**Metal 3**

Scale bar: 50 um.
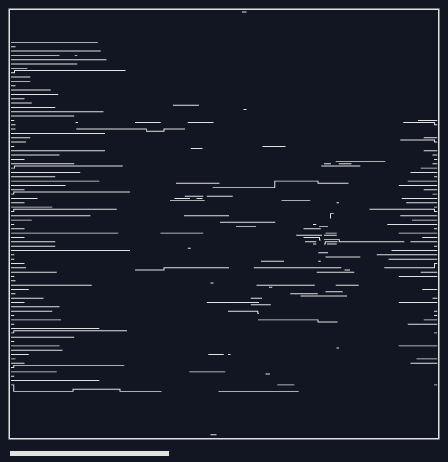
**Port wiring**

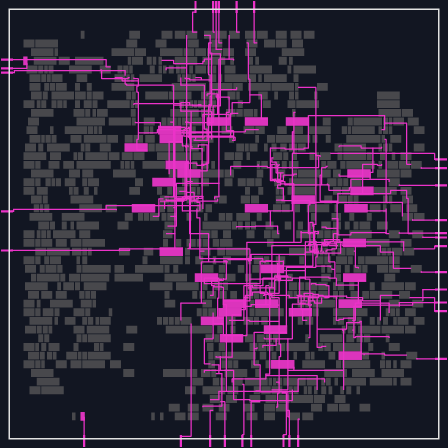
### config.mk
export PLATFORM = sky130hd
export DESIGN_NAME = fetch_stage
export DESIGN_NICKNAME = d
export VERILOG_FILES = /design/src/rtl/fetch_stage.sv
export SDC_FILE = /design/constraint.sdc
export NUM_CORES = 1
export LEC_CHECK = 0
export CAP_MARGIN = 25
export CORE_MARGIN = 4
export CORE_UTILIZATION = 35
export CTS_CLUSTER_SIZE = 40
export DETAILED_ROUTE_END_ITERATION = 8
export PLACE_DENSITY = 0.62
export SETUP_SLACK_MARGIN = 0.05
export SLEW_MARGIN = 20
export SYNTH_ARGS = -nofsm -noshare
export SYNTH_HDL_FRONTEND = slang
export SYNTH_SLANG_ARGS = --single-unit
export TNS_END_PERCENT = 100
### constraint.sdc
create_clock -name Clk -period 3.2 [get_ports Clk]
set_clock_uncertainty 0.05 [all_clocks]
set_input_delay 0.64 -clock Clk [delete_from_list [all_inputs] [get_ports Clk]]
set_output_delay 0.64 -clock Clk [all_outputs]
set_load 0.01 [all_outputs]
### src/rtl/fetch_stage.sv
// fetch_stage: instruction fetch stage with PC register and IF/ID pipeline outputs.
// Optional skid buffer selected by the FETCH_SKID_EN macro: when defined, a memory
// response arriving during a stall is captured and replayed once the stall clears.
// When undefined, the request is withheld while stalled and the fetch is reissued.
module fetch_stage (
  input  logic        Clk,
  input  logic        Reset_n,
  input  logic        Stall,
  input  logic        Flush,
  input  logic [31:0] BranchTarget,
  output logic        ImemReq,
  output logic [31:0] ImemAddr,
  input  logic        ImemRdy,
  input  logic [31:0] ImemData,
  output logic [31:0] PC_out,
  output logic [31:0] PC4_out,
  output logic [31:0] Instr_out,
  output logic        Valid_out
);

  typedef enum logic [1:0] {
    IDLE = 2'd0,
`ifdef FETCH_SKID_EN
    HOLD = 2'd2,
`endif
    REQ  = 2'd1
  } state_t;

  state_t      state;
  logic [31:0] pc;
  logic [31:0] pc_next;
  logic [31:0] redirect;

`ifdef FETCH_SKID_EN
  logic [31:0] skid_data;
`endif

  // Word-aligned redirect address and wrapping sequential PC.
  assign redirect = BranchTarget & 32'hFFFF_FFFC;
  assign pc_next  = pc + 32'd4;
  assign ImemAddr = pc;

`ifdef FETCH_SKID_EN
  // The skid buffer absorbs a stalled response, so the request stays up in REQ.
  assign ImemReq = (state == REQ);
`else
  // Without a skid buffer a stalled response would be lost, so do not ask for one.
  assign ImemReq = (state == REQ) && !Stall;
`endif

  // PC, FSM and IF/ID register update: reset, then flush, then stall, then response.
  always_ff @(posedge Clk) begin
    if (!Reset_n) begin
      state     <= IDLE;
      pc        <= 32'd0;
      PC_out    <= 32'd0;
      PC4_out   <= 32'd0;
      Instr_out <= 32'd0;
      Valid_out <= 1'b0;
`ifdef FETCH_SKID_EN
      skid_data <= 32'd0;
`endif
    end else if (Flush) begin
      state     <= REQ;
      pc        <= redirect;
      Instr_out <= 32'd0;
      Valid_out <= 1'b0;
`ifdef FETCH_SKID_EN
      skid_data <= 32'd0;
`endif
    end else begin
      case (state)
        IDLE: begin
          state <= REQ;
        end
        REQ: begin
          if (Stall) begin
`ifdef FETCH_SKID_EN
            if (ImemRdy) begin
              skid_data <= ImemData;
              state     <= HOLD;
            end
`endif
          end else if (ImemRdy) begin
            PC_out    <= pc;
            PC4_out   <= pc_next;
            Instr_out <= ImemData;
            Valid_out <= 1'b1;
            pc        <= pc_next;
          end else begin
            Instr_out <= 32'd0;
            Valid_out <= 1'b0;
          end
        end
`ifdef FETCH_SKID_EN
        HOLD: begin
          if (!Stall) begin
            PC_out    <= pc;
            PC4_out   <= pc_next;
            Instr_out <= skid_data;
            Valid_out <= 1'b1;
            pc        <= pc_next;
            state     <= REQ;
          end
        end
`endif
        default: begin
          state <= IDLE;
        end
      endcase
    end
  end

endmodule

==> GITHUB_STEP_SUMMARY <==
### Metrics collected by this job

| Metric | Value |
|---|---|
| Area after detailed placement | `7630 sq um` |
| Total routed wirelength | `19100 um` |
| Critical path data required time | `2.51 ns` |
| Post-synth regs | `124` |
| GR Layer Usage met1 | `24.0%` |
| Met3 track utilization from global routing | `9.34%` |
| WS Path Type | `in2out` |
| Buffers on Ports | `190` |
| Worst Slack Setup Final | `0.523 ns` |
| Worst path buffer plus inverter count | `3` |
| Run status | `finished, final reports clean` |
| Register area | `2480 sq um` |
| Count of fill cells added during filler insertion | `1469` |
| Vias in the first global route | `5722` |
| CP endpoint kind | `primary output` |
| Placeable Area | `15400 sq um` |
| Cell count after synthesis | `703` |
| Min-Delay Endpoint | `Instr_out[30]` |
| Worst setup slack before clock tree synthesis | `0.466 ns` |
| Average instance area after synthesis | `7.94 sq um` |
| Number of design rule violations left after detail routing | `0` |
| Final nets | `934` |
| Synth top cell by count | `sky130_fd_sc_hd__dfxtp_1` |
| Tool warnings | `28` |
| CP most frequent cell | `sky130_fd_sc_hd__clkdlybuf4s50_1` |
| I/O pin cnt | `199` |
| Mean routed wirelength per cell | `17.5 um` |
| Signal buffers | `215` |
| CP Data Arrival Time | `1.99 ns` |
| Count of flip-flops with a built-in enable after synthesis | `0` |
| Dominant kind of combinational cell | `simple AND/OR/NAND/NOR gates` |
| Number of buffers inserted by post-CTS setup repair | `0` |
| Synthesized-area fraction occupied by adder cells | `0.224%` |
| Tightest Pin Transition | `0.733 ns` |
| N_diodes | `0` |
| Violation count after the first detailed-routing iteration | `413` |
| Longest individual stage delay on the worst path | `0.55 ns` |
| Global routing met2 resource utilization | `34.9%` |
| Tally of yosys warning messages | `0` |
| Inverters | `6` |
| Logic depth of the worst path, buffers included | `4` |
| CP max FO | `5` |
| Number of cells in Yosys stat | `703` |
| Top cell type's share of synthesized area | `44.5%` |
| Wire length of the first global-routing pass | `30000 um` |
| Power share of the sequential group | `38.9%` |
| Total cell area reported by yosys after synthesis | `5580 sq um` |
Back to the opening pictures, 'metal 3':
wire length on this layer: 2000 um
share of all routed wire: 10%
nets with wire on the layer: 170

Back to the opening pictures, 'port wiring':
legend:
  ImemAddr:
    colour: magenta
    bits: 32
    direction: output
    edge: 12 east, 9 south, 6 north, 5 west
    end_cells: 32
    buffers: 36
    wire: 3560 um

Power is estimated from default activity; no workload was simulated.
